==> src/rtl/contador_bcd_pkg.sv <==
// contador_bcd_pkg: shared BCD digit type, limits and direction encoding
package contador_bcd_pkg;
  typedef logic [3:0] bcd_digit_t;
  localparam bcd_digit_t BCD_MAX = 4'd9;
  localparam bcd_digit_t BCD_MIN = 4'd0;
  localparam int NUM_DIGITS = 4;
  localparam logic DIR_UP = 1'b0;
  localparam logic DIR_DOWN = 1'b1;
endpackage

==> src/rtl/bcd_digit.sv <==
// bcd_digit: one decade register, steps up/down with wrap; illegal values recover to 0
module bcd_digit
  import contador_bcd_pkg::*;
(
  input  logic       clk,
  input  logic       rst,
  input  logic       i_en,
  input  logic       i_dir,
  input  logic       i_hold,
  output bcd_digit_t o_digit,
  output logic       o_is_max,
  output logic       o_is_min
);
  bcd_digit_t r_digit, w_next;
  always_comb
    w_next = (r_digit > BCD_MAX) ? BCD_MIN :
             (i_dir == DIR_DOWN) ? ((r_digit == BCD_MIN) ? BCD_MAX : r_digit - 4'd1) :
                                   ((r_digit == BCD_MAX) ? BCD_MIN : r_digit + 4'd1);
  always_ff @(posedge clk or negedge rst)
    if (!rst) r_digit <= BCD_MIN;
    else if (i_en && !i_hold) r_digit <= w_next;
  assign o_digit  = r_digit;
  assign o_is_max = (r_digit == BCD_MAX);
  assign o_is_min = (r_digit == BCD_MIN);
endmodule

==> src/rtl/contador_bcd.sv <==
// contador_bcd: four-decade BCD up/down counter, 0000-9999.
// CONTADOR_BCD_SAT_EN makes it saturate at 9999/0000 instead of wrapping.
module contador_bcd
  import contador_bcd_pkg::*;
(
  input  logic        clk,
  input  logic        rst,
  input  logic        clk_en,
  input  logic [0:0]  sel,
  output logic [11:0] sal,
  output logic [3:0]  sal_aux
);
`ifdef CONTADOR_BCD_SAT_EN
  localparam logic SAT = 1'b1;
`else
  localparam logic SAT = 1'b0;
`endif
  bcd_digit_t w_dig [NUM_DIGITS];
  logic [NUM_DIGITS-1:0] w_max, w_min, w_en;
  logic [NUM_DIGITS:0] w_c;
  logic w_hold;
  assign w_c[0] = 1'b1;
  // w_c[NUM_DIGITS] marks the whole counter sitting at the limit in the current direction
  assign w_hold = SAT & w_c[NUM_DIGITS];
  for (genvar i = 0; i < NUM_DIGITS; i++) begin : g_dig
    assign w_c[i+1] = w_c[i] & ((sel == DIR_UP) ? w_max[i] : w_min[i]);
    // a corrupted digit is neither max nor min, so it self-clears without rippling
    assign w_en[i] = clk_en & (w_c[i] | (w_dig[i] > BCD_MAX));
    bcd_digit u_digit (
      .clk     (clk),
      .rst     (rst),
      .i_en    (w_en[i]),
      .i_dir   (sel[0]),
      .i_hold  (w_hold),
      .o_digit (w_dig[i]),
      .o_is_max(w_max[i]),
      .o_is_min(w_min[i])
    );
  end
  assign sal     = {w_dig[2], w_dig[1], w_dig[0]};
  assign sal_aux = w_dig[3];
endmodule

==> config.mk <==
export PLATFORM = sky130hd
export DESIGN_NAME = contador_bcd
export DESIGN_NICKNAME = d
export VERILOG_FILES = /design/src/rtl/contador_bcd_pkg.sv /design/src/rtl/bcd_digit.sv /design/src/rtl/contador_bcd.sv
export SDC_FILE = /design/constraint.sdc
export NUM_CORES = 1
export LEC_CHECK = 0
export ABC_AREA = 1
export ABC_CLOCK_PERIOD_IN_PS = 3800
export CAP_MARGIN = 10
export CORE_MARGIN = 2
export CORE_UTILIZATION = 36
export DETAILED_ROUTE_END_ITERATION = 8
export SYNTH_ARGS = -nofsm -noshare
export SYNTH_HDL_FRONTEND = slang
export SYNTH_SLANG_ARGS = --single-unit
==> constraint.sdc <==
create_clock -name clk -period 3.8 [get_ports clk]
set_input_delay 0.38 -clock clk [delete_from_list [all_inputs] [get_ports clk]]
set_output_delay 0.38 -clock clk [all_outputs]
set_load 0.005 [all_outputs]
### Routed metal, one color a layer

Scale: 8 px per µm. Only two layers are drawn.
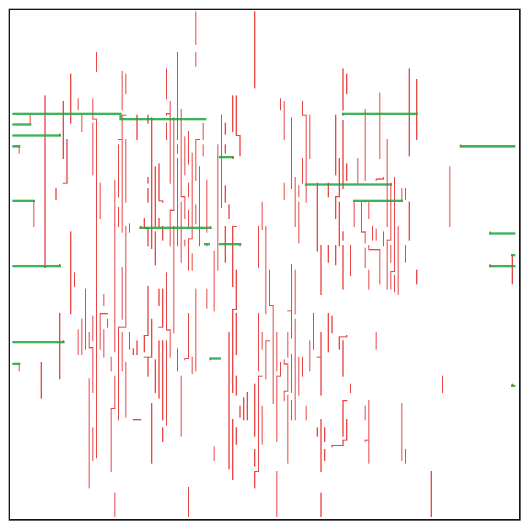
- met3: green (wire length 101 µm)
- met2: red (wire length 1270 µm)
drt total wl: 2890 µm
Routed WL per cell: 10.8 µm
Via Count: 1273
total track usage: 0.159

### Cell outlines without signal wires

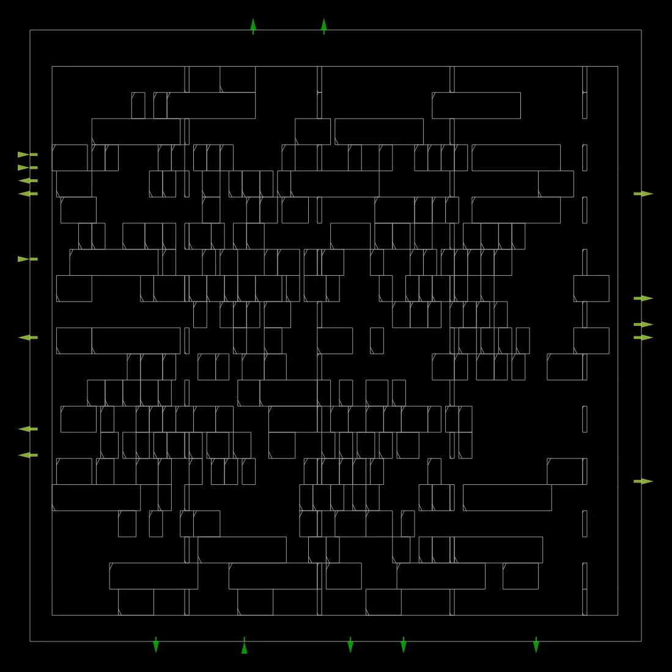
final cell count without fillers: 268
std cell rows: 21

### Cells by drive strength

Scale: 8 px per µm.
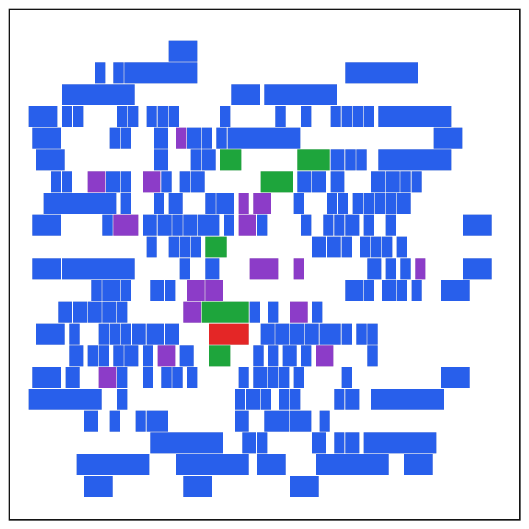
- drive 2: purple (cells 17; share 7.7%; most used nand2_2)
- drive 3 to 4: green (cells 6; share 2.7%; most used clkbuf_4)
- drive 6 and up: red (cells 1; share 0.45%; most used clkbuf_8)
- drive 1 or less: blue (cells 198; share 89%; most used nand2_1)
final worst setup slack: 1.86 ns
post-route cell area: 0.00153 mm²
Signal buffers: 19
Layout area overhead: 19.3%

==> deck_impl_summary.md <==
Key Metrics from the Run

Status
  – Outcome: finished clean

Timing
  – Fin crit period: 1.94 ns
  – Pins Over Slew Limit: 0
  – Worst Skew: 0.00175 ns
  – Slew HR: 0.504
  – Setup TNS: 0 ns

Critical path
  – CP Data Arrival Time: 2.13 ns
  – WP depth: 10
  – RR Endpoint: g_dig[3].u_digit.o_digit[3]
  – Most used cell, CP: nand2_1
  – Startpoint type of the worst setup path: primary input

Logic synthesis
  – Mux contribution to synthesized area: 0
  – Post-synth top cells: nand2_1 (68), nand3_1 (20), nor2_1 (19)
  – Yosys stat area: 0.00128 mm²
  – Mapped Area: 0.00128 mm²
  – Ao+oa area frac: 0.154
  – Count leader, synth: nand2_1
  – Synthesized net count: 208
  – Comb area leader: simple AND/OR/NAND/NOR gates
  – Top cells by area: dfrtp_1 (31%), nand2_1 (20%), nand3_1 (7.8%)
  – # Cells Yosys: 204
  – Top_reg_cell synth: dfrtp_1
  – Synth cell types: 25
  – Area share, top type: 0.313
  – Yosys warnings: 0

Run
  – OpenROAD warnings: 26

Route
  – Drc violations: 0
  – Via/cell ratio: 4.75
  – Met2 WL: 1270 µm
  – Initial drt markers: 55
  – Met1 wire length: 1470 µm

Layout
  – Logic share of the area: 0.493
  – Clock Buffer Count: 4
  – Area-dominant class: combinational gates
  – Signal buf overhead: 0.125
  – Most instantiated logic cell after routing: nand2_1
  – Flip-flop and latch count: 16

Global routing
  – Number of global-route vias before repair: 1165
  – Largest net degree at the start of global routing: 17
  – GRT busiest layer: met2
  – Initial antenna violation count: 0
  – Overflow left after global routing: 0

Power and ir drop
  – Seq pwr: 0.381 mW
  – Internal: 0.623 mW
  – Logic pwr share: 0.581
  – P_sw: 0.567 mW
  – Comb power: 0.691 mW

CTS
  – Setup repair bufs after CTS: 0
  – CTS tree: built
  – CTS Buf Count: 3

Die
  – FP Core Util: 0.381

Placed design
  – Area after DPL: 0.00149 mm²
  – Worst slack at placement: 1.53 ns
  – RePlAce Congestion: 0.817
### I/O pins on the die edge

Scale: 8 px per µm. Pins as bars across the die edge, other pins in gray.
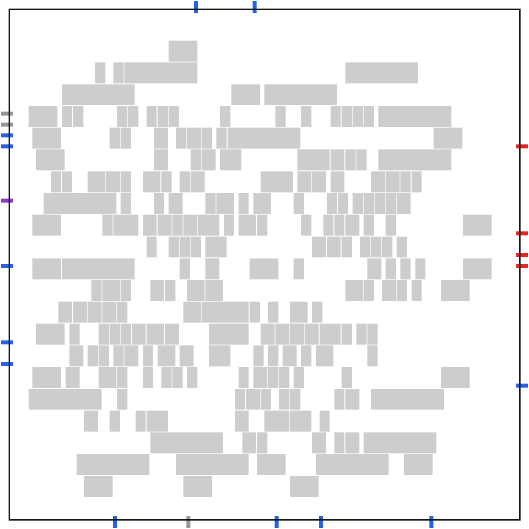
- `sal_aux`: red (pins 4; direction output; edge right)
- `sal`: blue (pins 12; direction output; edge 5 left, 4 bottom, 2 top, 1 right)
- `sel`: purple (pins 1; direction input; edge left)
die width: 63.6 µm
Port Buffers: 19
Die Height: 63.6 µm

### Nets reached from selected ports

Scale: 4 px per µm.
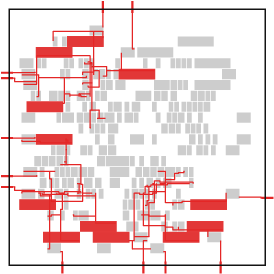
- `sal`: red (bits 12; direction output; edge 5 left, 4 bottom, 2 top, 1 right; end cells 12; buffers 12; wire 562 µm)
Ports: 20

Power and IR drop assume default switching activity.
